--- src/rtl/atm_account_engine_if.sv ---
// Command/result bundle for the ATM account engine.
// The master drives the command fields; the engine (slave) returns lookup flags and results.
interface atm_account_engine_if;
    logic [3:0]  acc_num;
    logic [15:0] pin;
    logic [15:0] newPin;
    logic [31:0] amount;
    logic [2:0]  operation;
    logic        op_valid;
    logic [3:0]  acc_index;
    logic        acc_found;
    logic        acc_auth;
    logic [31:0] balance;
    logic        success;
    logic        done;

    modport master (
        output acc_num, pin, newPin, amount, operation, op_valid,
        input  acc_index, acc_found, acc_auth, balance, success, done
    );

    modport slave (
        input  acc_num, pin, newPin, amount, operation, op_valid,
        output acc_index, acc_found, acc_auth, balance, success, done
    );
endinterface

--- src/rtl/atm_account_engine.sv ---
// ATM account datapath: PIN/balance tables, combinational lookup, one-cycle command execution.
// Optional ATM_LOCKOUT_EN adds per-account failure counters and a lock after three bad PINs.
module atm_account_engine #(
    parameter int          NUM_ACCOUNTS  = 10,
    parameter logic [15:0] PIN_INIT_BASE = 16'd1000,
    parameter logic [31:0] BAL_INIT      = 32'd1000
) (
    input logic                 clk,
    input logic                 rst,
    atm_account_engine_if.slave bus
);
    localparam logic [2:0] OP_BALANCE    = 3'd3;
    localparam logic [2:0] OP_WITHDRAW   = 3'd4;
    localparam logic [2:0] OP_DEPOSIT    = 3'd5;
    localparam logic [2:0] OP_CHANGE_PIN = 3'd6;

    logic [15:0] pin_tab [NUM_ACCOUNTS];
    logic [31:0] bal_tab [NUM_ACCOUNTS];

    logic [3:0]  idx;
    logic        found;
    logic        pin_ok;
    logic        locked;
    logic        auth;
    logic [31:0] cur_bal;
    logic [32:0] dep_sum;
    logic [31:0] bal_new;
    logic        bal_we;
    logic        pin_we;
    logic [31:0] res_bal;
    logic        res_ok;

    logic [31:0] balance_p0;
    logic        success_p0;
    logic        vld_p0;

    // Unsigned add with the carry kept so overflow can be rejected instead of wrapping.
    function automatic logic [32:0] add_carry(input logic [31:0] a, input logic [31:0] b);
        return {1'b0, a} + {1'b0, b};
    endfunction

    assign found   = (32'(bus.acc_num) < 32'(NUM_ACCOUNTS));
    assign idx     = found ? bus.acc_num : 4'd0;
    assign pin_ok  = (pin_tab[idx] == bus.pin);
    assign auth    = found && pin_ok && !locked;
    assign cur_bal = bal_tab[idx];
    assign dep_sum = add_carry(cur_bal, bus.amount);

    assign bus.acc_index = idx;
    assign bus.acc_found = found;
    assign bus.acc_auth  = auth;
    assign bus.balance   = balance_p0;
    assign bus.success   = success_p0;
    assign bus.done      = vld_p0;

`ifdef ATM_LOCKOUT_EN
    logic [1:0] fail_cnt [NUM_ACCOUNTS];
    logic       lock     [NUM_ACCOUNTS];

    assign locked = lock[idx];

    // A wrong PIN on a real account counts toward lockout; a successful command forgives it.
    always_ff @(posedge clk) begin
        if (rst) begin
            for (int i = 0; i < NUM_ACCOUNTS; i++) begin
                fail_cnt[i] <= 2'd0;
                lock[i]     <= 1'b0;
            end
        end else if (bus.op_valid && found) begin
            if (!pin_ok) begin
                if (fail_cnt[idx] == 2'd2)
                    lock[idx] <= 1'b1;
                if (fail_cnt[idx] != 2'd3)
                    fail_cnt[idx] <= fail_cnt[idx] + 2'd1;
            end else if (res_ok) begin
                fail_cnt[idx] <= 2'd0;
            end
        end
    end
`else
    assign locked = 1'b0;
`endif

    always_comb begin
        res_bal = auth ? cur_bal : 32'd0;
        res_ok  = 1'b0;
        bal_new = cur_bal;
        bal_we  = 1'b0;
        pin_we  = 1'b0;
        if (auth) begin
            case (bus.operation)
                OP_BALANCE: res_ok = 1'b1;
                OP_WITHDRAW: begin
                    if (bus.amount <= cur_bal) begin
                        bal_new = cur_bal - bus.amount;
                        bal_we  = 1'b1;
                        res_bal = bal_new;
                        res_ok  = 1'b1;
                    end
                end
                OP_DEPOSIT: begin
                    if (!dep_sum[32]) begin
                        bal_new = dep_sum[31:0];
                        bal_we  = 1'b1;
                        res_bal = bal_new;
                        res_ok  = 1'b1;
                    end
                end
                OP_CHANGE_PIN: begin
                    pin_we = 1'b1;
                    res_ok = 1'b1;
                end
                default: res_ok = 1'b0;
            endcase
        end
    end

    // Stage p0: table writes and registered result, visible the cycle after the command.
    always_ff @(posedge clk) begin
        if (rst) begin
            for (int i = 0; i < NUM_ACCOUNTS; i++) begin
                pin_tab[i] <= PIN_INIT_BASE + 16'(i);
                bal_tab[i] <= BAL_INIT;
            end
            balance_p0 <= 32'd0;
            success_p0 <= 1'b0;
            vld_p0     <= 1'b0;
        end else begin
            vld_p0 <= bus.op_valid;
            if (bus.op_valid) begin
                balance_p0 <= res_bal;
                success_p0 <= res_ok;
                if (bal_we)
                    bal_tab[idx] <= bal_new;
                if (pin_we)
                    pin_tab[idx] <= bus.newPin;
            end
        end
    end
endmodule

--- src/flat_wrapper.sv ---
// flat-port wrapper written by rule: the top's interface ports become plain ports
module atm_account_engine_flat 
#(
    parameter int          NUM_ACCOUNTS  = 10,
    parameter logic [15:0] PIN_INIT_BASE = 16'd1000,
    parameter logic [31:0] BAL_INIT      = 32'd1000
)
  (clk, rst, bus_acc_num, bus_pin, bus_newPin, bus_amount, bus_operation, bus_op_valid, bus_acc_index, bus_acc_found, bus_acc_auth, bus_balance, bus_success, bus_done);
  atm_account_engine_if bus_i ();
  input logic clk;
  input logic rst;
  input wire logic [$bits(bus_i.acc_num)-1:0] bus_acc_num;
  input wire logic [$bits(bus_i.pin)-1:0] bus_pin;
  input wire logic [$bits(bus_i.newPin)-1:0] bus_newPin;
  input wire logic [$bits(bus_i.amount)-1:0] bus_amount;
  input wire logic [$bits(bus_i.operation)-1:0] bus_operation;
  input wire logic [$bits(bus_i.op_valid)-1:0] bus_op_valid;
  output wire logic [$bits(bus_i.acc_index)-1:0] bus_acc_index;
  output wire logic [$bits(bus_i.acc_found)-1:0] bus_acc_found;
  output wire logic [$bits(bus_i.acc_auth)-1:0] bus_acc_auth;
  output wire logic [$bits(bus_i.balance)-1:0] bus_balance;
  output wire logic [$bits(bus_i.success)-1:0] bus_success;
  output wire logic [$bits(bus_i.done)-1:0] bus_done;
  assign bus_i.acc_num = bus_acc_num;
  assign bus_i.pin = bus_pin;
  assign bus_i.newPin = bus_newPin;
  assign bus_i.amount = bus_amount;
  assign bus_i.operation = bus_operation;
  assign bus_i.op_valid = bus_op_valid;
  assign bus_acc_index = bus_i.acc_index;
  assign bus_acc_found = bus_i.acc_found;
  assign bus_acc_auth = bus_i.acc_auth;
  assign bus_balance = bus_i.balance;
  assign bus_success = bus_i.success;
  assign bus_done = bus_i.done;
  atm_account_engine #(.NUM_ACCOUNTS(NUM_ACCOUNTS), .PIN_INIT_BASE(PIN_INIT_BASE), .BAL_INIT(BAL_INIT)) u_core (.clk(clk), .rst(rst), .bus(bus_i));
endmodule
--- config.mk ---
export PLATFORM = sky130hd
export DESIGN_NAME = atm_account_engine_flat
export DESIGN_NICKNAME = d
export VERILOG_FILES = /design/src/rtl/atm_account_engine_if.sv /design/src/rtl/atm_account_engine.sv /design/src/flat_wrapper.sv
export SDC_FILE = /design/constraint.sdc
export NUM_CORES = 1
export LEC_CHECK = 0
export ABC_CLOCK_PERIOD_IN_PS = 12890
export CAP_MARGIN = 40
export CORE_UTILIZATION = 60
export DETAILED_ROUTE_END_ITERATION = 6
export MAX_ROUTING_LAYER = met4
export PLACE_DENSITY = 0.79
export REMOVE_ABC_BUFFERS = 1
export SLEW_MARGIN = 10
export SYNTH_ARGS = -nofsm -noshare
export SYNTH_HDL_FRONTEND = slang
export SYNTH_SLANG_ARGS = --single-unit
export TNS_END_PERCENT = 5
--- constraint.sdc ---
create_clock -name clk -period 12.89 [get_ports clk]
set_clock_uncertainty 0.05 [all_clocks]
set_input_delay 2.578 -clock clk [delete_from_list [all_inputs] [get_ports clk]]
set_output_delay 2.578 -clock clk [all_outputs]
set_load 0.02 [all_outputs]
**I/O nets highlighted**

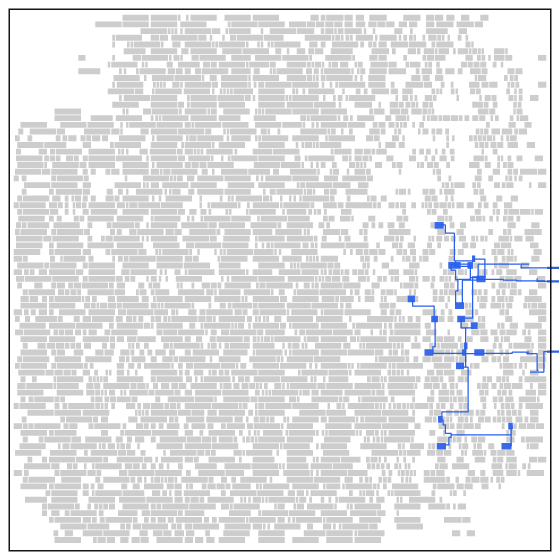
- bus_operation: blue (bits 3; direction input; end cells 22; buffers 4; wire 419 um)
Port Buf Inserts: 113
number of I/O pins: 114

**Clock wires, drivers and flops**

Bar = 50 um.
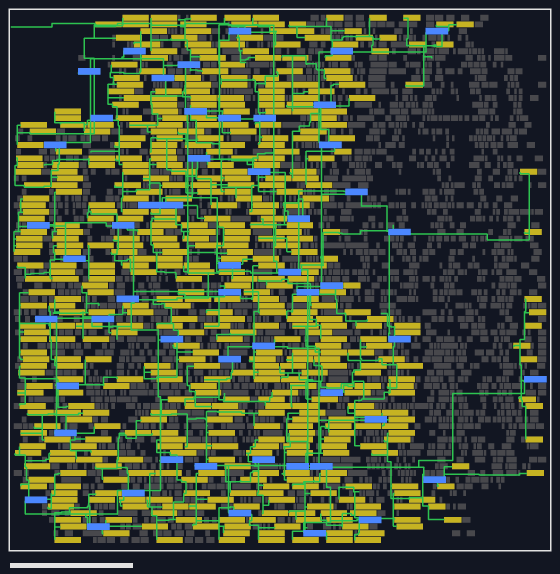
- flip-flops: yellow (count 514)
- cells driving clock nets: blue (count 53)
- clock wires: green (length 6040 um)
- routed clock nets: 54
worst skew pair latency: 0.63 ns
clock network fraction of total power: 36.9%

**Clock nets**

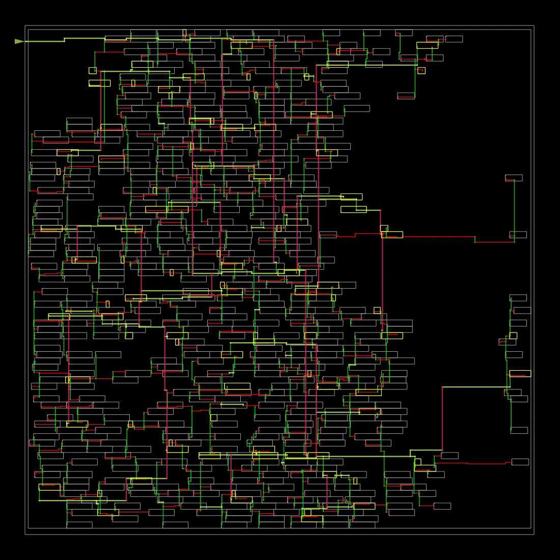
clock network power: 1.51 mW
clk sinks: 514

**Gate families picked out**

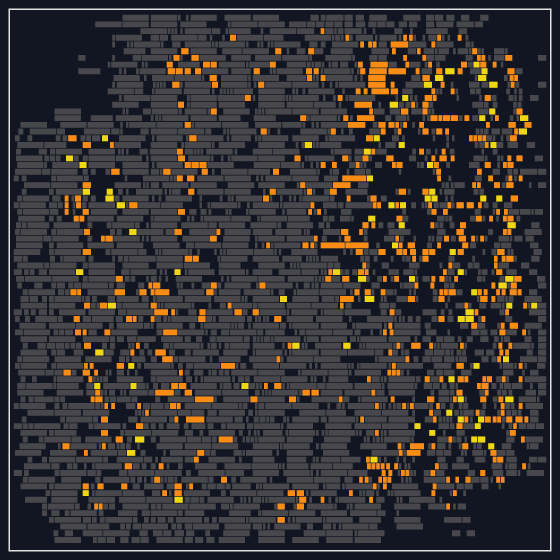
- inverting AOI/OAI gates: orange (cells 511; most used a21oi_1; where widely spread)
- AND-OR and OR-AND gates: yellow (cells 83; most used a21o_1; where widely spread)
most frequent logic cell in the layout: edfxtp_1
Comb area share: 38.3%
fin cells: 3299

## worst reg2reg max path: stages, from the launching register on
cell	delay (ns)
edfxtp_1	0.36
a221oi_1	0.46
a21oi_1	0.08
o21ai_0	0.59
inv_1	0.19
ha_1	0.49
and2_1	0.21
o21ai_0	0.10
a21oi_1	0.39
o21ai_0	0.28
and3_1	0.31
o21a_1	0.22
o21ai_0	0.51
nand3_2	0.49
or3_1	0.53
nand2_1	0.50
buf_4	0.41
## power groups by stage
stage	clock network, mW	logic [mW]	registers [mW]
finish	1.51	0.713	1.87
global route	1.57	0.755	1.87
CTS	1.52	0.693	1.87
detailed placement	0	0.689	1.90
global placement	0	0.678	1.90
floorplan	0	0.437	1.90
==> results.sh <==
# source this file to load flow results
export IMPL_cts_root_buf="clkbuf_16"
export IMPL_reg2reg_depth=16
export IMPL_top_area_cell="edfxtp_1"
export IMPL_met1_length_mm=31.9
export IMPL_firstDrtPassIters=6
export IMPL_reg2reg_to="u_core.bal_tab[3][15]"
export IMPL_synth_cells_yosys=2586
export IMPL_syn_area_per_cell_um2=11.0
export IMPL_num_tap_cells=607
export IMPL_drive_gt1_share_pct=10.6
export IMPL_fp_dieH_um=219
export IMPL_fin_nets=2792
export IMPL_yosys_most_used_dff="edfxtp_1"
export IMPL_worst_path_max_delay_cell="clkdlybuf4s50_1"
export IMPL_fin_util_pct=68.5
export IMPL_p_sw_mw=1.14
export IMPL_comb_power_share_pct=17.4
export IMPL_seqCellArea_um2=15100
export IMPL_final_period_utilization_pct=82.2
export IMPL_syn2layout_area_growth_pct=12.5
export IMPL_worst_slack_ns=2.29
export IMPL_busiest_layer="met2"
export IMPL_grtUsageMet3_pct=5.24
export IMPL_power_total_mw=4.09
export IMPL_synthCells=2586
export IMPL_inverters_excl_clock=82
export IMPL_vias=22300
export IMPL_buffers_excl_clock=196
export IMPL_maxUsedRoutingLayer="met4"
export IMPL_async_flop_share_pct=0
export IMPL_startpoint="bus_acc_num[3]"
export IMPL_ant_nets=0
export IMPL_hp_class="flip-flop to flip-flop"
export IMPL_fillCellCount=3279
export IMPL_hp_start="u_core.bus.balance[16]"
export IMPL_synthXorXnorAreaFrac_pct=1.14
export IMPL_slew_viol_final=0
export IMPL_total_leakage_power_nw=11.9
export IMPL_top_cell="edfxtp_1"
export IMPL_yosys_stat_area_um2=28400
export IMPL_powerDensity_nw_per_um2=128
export IMPL_ir_worst_vdd_v=0.000125
export IMPL_critical_path_buf_inv_count=5
export IMPL_status="completed"
Power and IR drop assume default switching activity.
